==> src/rtl/uart_pkg.sv <==
// Shared UART link definitions: command size, command buffer type and receiver states.
package uart_pkg;
  localparam int CMD_BYTES = 12;

  typedef logic [CMD_BYTES-1:0][7:0] cmd_buf_t;

  typedef enum logic [1:0] {IDLE, START, DATA, STOP} uart_rx_state_t;
endpackage

==> src/rtl/uart_rx_byte.sv <==
// 8N1 byte receiver: 2-flop input synchroniser plus start/data/stop bit FSM.
module uart_rx_byte
  import uart_pkg::*;
#(
  parameter int CLKS_PER_BIT = 434
) (
  input  logic       clk,
  input  logic       rst,
  input  logic       rx,
  output logic       byte_valid,
  output logic [7:0] byte_data,
  output logic       byte_err,
  output logic       idle,
  output logic       start_det
);
  localparam int CW = $clog2(CLKS_PER_BIT) + 1;
  localparam logic [CW-1:0] HALF_M1 = CW'(CLKS_PER_BIT / 2 - 1);
  localparam logic [CW-1:0] FULL_M1 = CW'(CLKS_PER_BIT - 1);

  logic           rx_meta_q, rx_s_q;
  uart_rx_state_t state_q, state_d;
  logic [CW-1:0]  cnt_q, cnt_d;
  logic [2:0]     bit_idx_q, bit_idx_d;
  logic [7:0]     shift_q, shift_d;
  logic           byte_valid_q, byte_valid_d;
  logic           byte_err_q, byte_err_d;

  always_comb begin
    // NOTE: every variable gets a default first so no path leaves it unassigned (no latch).
    state_d      = state_q;
    cnt_d        = cnt_q;
    bit_idx_d    = bit_idx_q;
    shift_d      = shift_q;
    byte_valid_d = 1'b0;
    byte_err_d   = 1'b0;
    case (state_q)
      IDLE: begin
        if (!rx_s_q) begin
          state_d = START;
          cnt_d   = '0;
        end
      end
      START: begin
        if (cnt_q == HALF_M1) begin
          cnt_d     = '0;
          bit_idx_d = '0;
          state_d   = rx_s_q ? IDLE : DATA;
        end else begin
          cnt_d = cnt_q + CW'(1);
        end
      end
      DATA: begin
        if (cnt_q == FULL_M1) begin
          cnt_d   = '0;
          shift_d = {rx_s_q, shift_q[7:1]};
          if (bit_idx_q == 3'd7) state_d = STOP;
          else                   bit_idx_d = bit_idx_q + 3'd1;
        end else begin
          cnt_d = cnt_q + CW'(1);
        end
      end
      STOP: begin
        // Leave mid stop bit so a back-to-back start edge is not missed.
        if (cnt_q == FULL_M1) begin
          cnt_d        = '0;
          state_d      = IDLE;
          byte_valid_d = rx_s_q;
          byte_err_d   = !rx_s_q;
        end else begin
          cnt_d = cnt_q + CW'(1);
        end
      end
      default: state_d = IDLE;
    endcase
  end

  always_ff @(posedge clk) begin
    // NOTE: sequential state uses non-blocking assignments so all flops update together.
    if (rst) begin
      rx_meta_q    <= 1'b1;
      rx_s_q       <= 1'b1;
      state_q      <= IDLE;
      cnt_q        <= '0;
      bit_idx_q    <= '0;
      shift_q      <= '0;
      byte_valid_q <= 1'b0;
      byte_err_q   <= 1'b0;
    end else begin
      rx_meta_q    <= rx;
      rx_s_q       <= rx_meta_q;
      state_q      <= state_d;
      cnt_q        <= cnt_d;
      bit_idx_q    <= bit_idx_d;
      shift_q      <= shift_d;
      byte_valid_q <= byte_valid_d;
      byte_err_q   <= byte_err_d;
    end
  end

  assign byte_valid = byte_valid_q;
  assign byte_data  = shift_q;
  assign byte_err   = byte_err_q;
  assign idle       = (state_q == IDLE);
  assign start_det  = (state_q == IDLE) && !rx_s_q;
endmodule

==> src/rtl/uart_cmd_rx.sv <==
// Host command receiver: assembles 12 UART bytes into cmd_buf, with framing-error and idle-timeout resync.
module uart_cmd_rx
  import uart_pkg::*;
#(
  parameter int CLKS_PER_BIT = 434,
  parameter int TIMEOUT_CLKS = 20 * CLKS_PER_BIT
) (
  input  logic     clk,
  input  logic     rst,
  input  logic     rx,
  output logic     cmd_valid,
  output cmd_buf_t cmd_buf,
  output logic     frame_err,
  output logic     busy
);
  localparam int TW = $clog2(TIMEOUT_CLKS + 1);

  logic       byte_valid, byte_err, rx_idle, start_det;
  logic [7:0] byte_data;

  logic [3:0]    count_q, count_d;
  cmd_buf_t      stage_q, stage_d;
  cmd_buf_t      cmd_buf_q, cmd_buf_d;
  logic          commit_q, commit_d;
  logic          cmd_valid_q, cmd_valid_d;
  logic          frame_err_q, frame_err_d;
  logic [TW-1:0] tmo_q, tmo_d;

  uart_rx_byte #(.CLKS_PER_BIT(CLKS_PER_BIT)) u_rx_byte (
    .clk        (clk),
    .rst        (rst),
    .rx         (rx),
    .byte_valid (byte_valid),
    .byte_data  (byte_data),
    .byte_err   (byte_err),
    .idle       (rx_idle),
    .start_det  (start_det)
  );

  always_comb begin
    count_d     = count_q;
    stage_d     = stage_q;
    cmd_buf_d   = cmd_buf_q;
    commit_d    = 1'b0;
    cmd_valid_d = 1'b0;
    frame_err_d = 1'b0;
    tmo_d       = tmo_q;

    if (commit_q) begin
      cmd_buf_d   = stage_q;
      cmd_valid_d = 1'b1;
      count_d     = '0;
    end

    if (byte_valid) begin
      stage_d[count_q] = byte_data;
      tmo_d            = '0;
      // The last byte holds count at 11; the commit cycle returns it to 0.
      if (count_q == 4'(CMD_BYTES - 1)) commit_d = 1'b1;
      else                              count_d  = count_q + 4'd1;
    end else if (byte_err) begin
      count_d     = '0;
      frame_err_d = 1'b1;
      tmo_d       = '0;
    end else if (start_det || !rx_idle) begin
      tmo_d = '0;
    end else if (count_q != '0 && !commit_q) begin
      if (tmo_q == TW'(TIMEOUT_CLKS)) begin
        count_d = '0;
        tmo_d   = '0;
      end else begin
        tmo_d = tmo_q + TW'(1);
      end
    end
  end

  always_ff @(posedge clk) begin
    if (rst) begin
      count_q     <= '0;
      cmd_buf_q   <= '0;
      commit_q    <= 1'b0;
      cmd_valid_q <= 1'b0;
      frame_err_q <= 1'b0;
      tmo_q       <= '0;
    end else begin
      count_q     <= count_d;
      cmd_buf_q   <= cmd_buf_d;
      commit_q    <= commit_d;
      cmd_valid_q <= cmd_valid_d;
      frame_err_q <= frame_err_d;
      tmo_q       <= tmo_d;
    end
    // NOTE: staging storage is not reset; count gates it, so stale bytes never reach cmd_buf.
    stage_q <= stage_d;
  end

  assign cmd_valid = cmd_valid_q;
  assign cmd_buf   = cmd_buf_q;
  assign frame_err = frame_err_q;
  assign busy      = (count_q != '0) || !rx_idle;
endmodule

==> config.mk <==
export PLATFORM = sky130hd
export DESIGN_NAME = uart_cmd_rx
export DESIGN_NICKNAME = d
export VERILOG_FILES = /design/src/rtl/uart_pkg.sv /design/src/rtl/uart_rx_byte.sv /design/src/rtl/uart_cmd_rx.sv
export SDC_FILE = /design/constraint.sdc
export NUM_CORES = 1
export LEC_CHECK = 0
export CORE_MARGIN = 5
export CORE_UTILIZATION = 55
export CTS_CLUSTER_DIAMETER = 40
export CTS_CLUSTER_SIZE = 25
export DETAILED_ROUTE_END_ITERATION = 8
export GPL_TIMING_DRIVEN = 1
export PLACE_DENSITY = 0.84
export SYNTH_ARGS = -nofsm -noshare
export SYNTH_HDL_FRONTEND = slang
export SYNTH_SLANG_ARGS = --single-unit
export TNS_END_PERCENT = 20
==> constraint.sdc <==
create_clock -name clk -period 2.55 [get_ports clk]
set_input_delay 0.255 -clock clk [delete_from_list [all_inputs] [get_ports clk]]
set_output_delay 0.255 -clock clk [all_outputs]
set_load 0.01 [all_outputs]
==> impl_metrics.json <==
{
  "clk_pin_slew_worst_paths_ns": 0.06,
  "power.group.top": "sequential cells",
  "async_flop_share": 0,
  "die_w_um": 136.0,
  "drc": 0,
  "crit_start": "count_q[0]",
  "grt_pass1_vias": 5501,
  "mux_share": 0.1192,
  "final.setup_skew_ns": 0.007982,
  "min_path_type": "input port to flip-flop",
  "ant_nets": 0,
  "syn-num-nets": 698,
  "area_leaders": "dfxtp_1 33%, edfxtp_1 33%, mux2i_1 12%",
  "hold_viol": 0,
  "crit_required_ns": 2.30,
  "numSynthFlops": 240,
  "p_seq_frac": 0.500,
  "synth-xor-area-share": 0.01404,
  "grt_start_max_net_pins": 101,
  "drv_cap": 0,
  "dp_hpwl_um": 11230,
  "clock_latency_ns": 0.52,
  "power_clock_w": 0.00390,
  "taps": 216,
  "critPathKind": "flip-flop to output pin",
  "syn_inst": 684,
  "cts.sinks": 240,
  "row_count": 46,
  "post_drt_via_cell_ratio": 5.371,
  "warning_count": 34,
  "diodes": 0,
  "status": "finished clean",
  "finalCritPeriodShare": 0.9167,
  "edf_count": 96,
  "yosysWarnings": 0,
  "ys_cells": 684,
  "antenna_found_initial": 0,
  "htreeDepth": 1,
  "ys_area_um2": 8731,
  "crit_family": "buffers and inverters",
  "cts_tree": "yes",
  "grt_usage": 0.1903,
  "drtIter0Drc": 283,
  "top_cell_area_share": 0.3302,
  "dr_wl_met2_um": 9005,
  "whs_path_depth": 2,
  "core-area_um2": 15710,
  "area_growth_syn_to_layout_pct": 24.08,
  "grt.overflow.total": 0,
  "grt_pass1_wl_um": 28300,
  "total_leakage_power_nw": 3.695,
  "die_y_um": 136.0,
  "powerSeq_w": 0.00397,
  "post_drt_wl_per_cell_um": 17.37,
  "adder_share": 0.01576,
  "cp_num_cells": 5,
  "finalNetCount": 803,
  "switching_share": 0.2059,
  "most_common_cell": "dfxtp_1",
  "fmax_ghz": 0.4278,
  "clock_tree_area_fraction": 0.08651,
  "ys_seq_frac": 0.6604,
  "setup_ws_ns": 0.2123,
  "p_total_w": 0.007938,
  "inv_count": 8,
  "period_needed_ns": 2.338,
  "avgSynthCellArea_um2": 12.76,
  "worstHoldStart": "rst",
  "r2r_start": "count_q[0]",
  "seq_area_um2": 5769,
  "fillCellCount": 1028,
  "seq_share": 0.5326,
  "synth_area_um2": 8731,
  "ys_top_logic_family": "simple AND/OR/NAND/NOR gates",
  "synthTopCellsByCount": "144 x dfxtp_1, 127 x nor2_1, 104 x mux2i_1, 96 x edfxtp_1, 21 x nand2_1",
  "top_area_cell": "dfxtp_1",
  "lay_top_count": "dfxtp_1",
  "io_buffers": 101,
  "comb-cell-share": 0.2534,
  "r2r-end": "tmo_q[13]",
  "globalplace.congestion": 0.8413,
  "p_comb_frac": 0.009,
  "power_frac_clock": 0.491,
  "drt-pass1-iter-count": 5,
  "crit_chain": "inv_1 > ha_1 > nor3b_4 > nand2_1 > clkdlybuf4s50_1",
  "endpoint": "busy",
  "path_buffers": 2,
  "io_pins": 102,
  "ys_sh_aoi": 0.02723,
  "end_kind": "output pin",
  "setup_total_negative_slack_ns": 0,
  "area_dominant_class": "registers",
  "start_kind": "flip-flop",
  "top_layer": "met4",
  "slowest_delay_ns": 0.55,
  "die-area_um2": 18490,
  "cpMaxStageDelayCell": "clkdlybuf4s50_1",
  "slew_headroom": 0.4771,
  "post_synth_num_cell_types": 54,
  "tightest_slew_ns": 0.7833,
  "initCoreUtil": 0.5557,
  "reg2regPathDepth": 8,
  "r2r_slack_ns": 0.34,
  "signal_buffer_area_fraction": 0.09979,
  "wl_met1_um": 7464,
  "pg_comb_w": 0.0000742,
  "setup_viol": 0,
  "synthSimpleGateAreaFrac": 0.1374,
  "ir_drop_mv": 0.5833,
  "hold_buffers": 0,
  "dp_slack_ns": 0.4508,
  "drive_gt1_frac": 0.09371,
  "switching_power_w": 0.001634,
  "drv_slew": 0,
  "power_density_nw_per_um2": 732.8,
  "cp_data_arrival_time_ns": 2.08,
  "holdPathEnd": "u_rx_byte.cnt_q[9]",
  "worstPathMaxFanout": 6,
  "cts_made_buffers": 28,
  "logic_area_um2": 2745,
  "ff_count": 240
}
==> metal layers <==
layer | global-route usage | up-vias
met3 | 0.02887 | 46
met1 | 0.2450 | 2694
li1 | - | 2622
met5 | 0 | -
met2 | 0.3357 | 154
met4 | 0.05375 | 0
==> repair_timing <==
| item | in CTS | in global routing |
|---|---|---|
| setup buffers | 0 | 2 |
| gates resized | 0 | 1 |
| endpoints found under the setup margin | 0 | 1 |
==> stage by stage <==
stage | instance area [um^2] | utilization | instances | hold slack (ns)
6_report | 10830 | 0.6894 | 1027 | 0.07503
5_1_grt | 10830 | 0.6894 | 1027 | 0.08003
4_1_cts | 10810 | 0.6881 | 1025 | 0.05288
3_5_place_dp | 9874 | 0.6284 | 973 | 0.4001
3_3_place_gp | 9874 | 0.6284 | 973 | 0.4006
2_1_floorplan | 8731 | - | 684 | 0.3588
M1 wires:
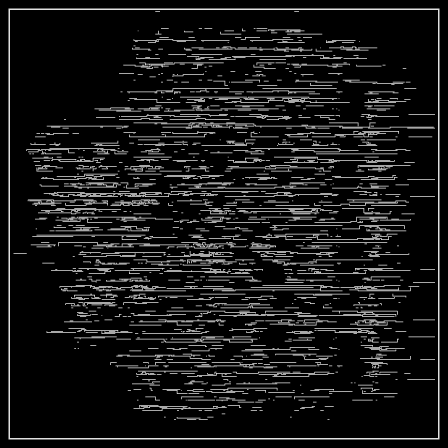
736 nets have wire on it. The layer holds 42% of the routed length. The layer carries 7,460 um of wire.
met1 Track Usage GR: 0.2450
Routed WL: 17,840 um
total number of vias: 5,516

The metal 2 layer:
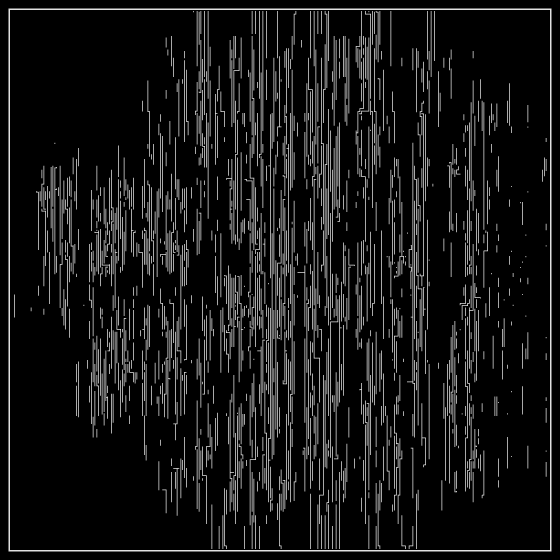
712 nets have wire on it. The layer carries 9,010 um of wire. The wires run mostly vertical.
GR Layer Usage met2: 0.3357

The metal 3 layer:
The bar under the picture is 50 um long. Cells faint in the background.
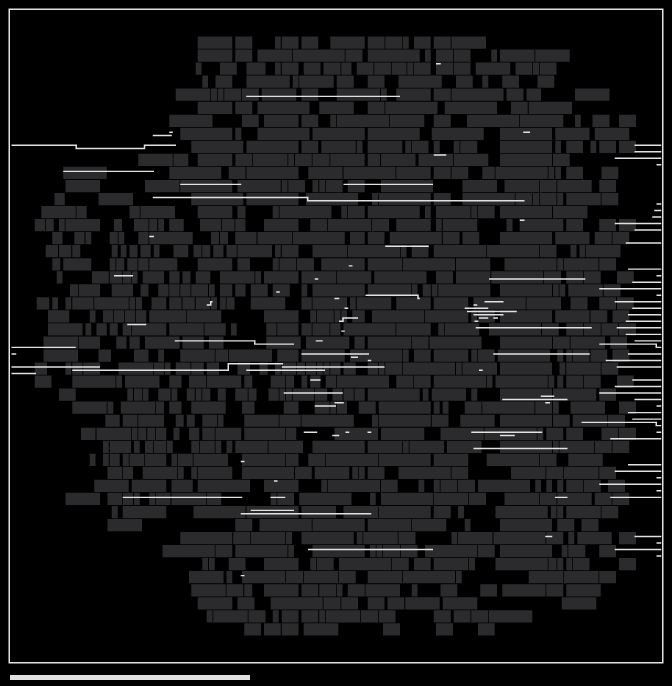
The layer carries 955 um of wire. 85 nets have wire on it.
met3 GRT Util: 0.02887

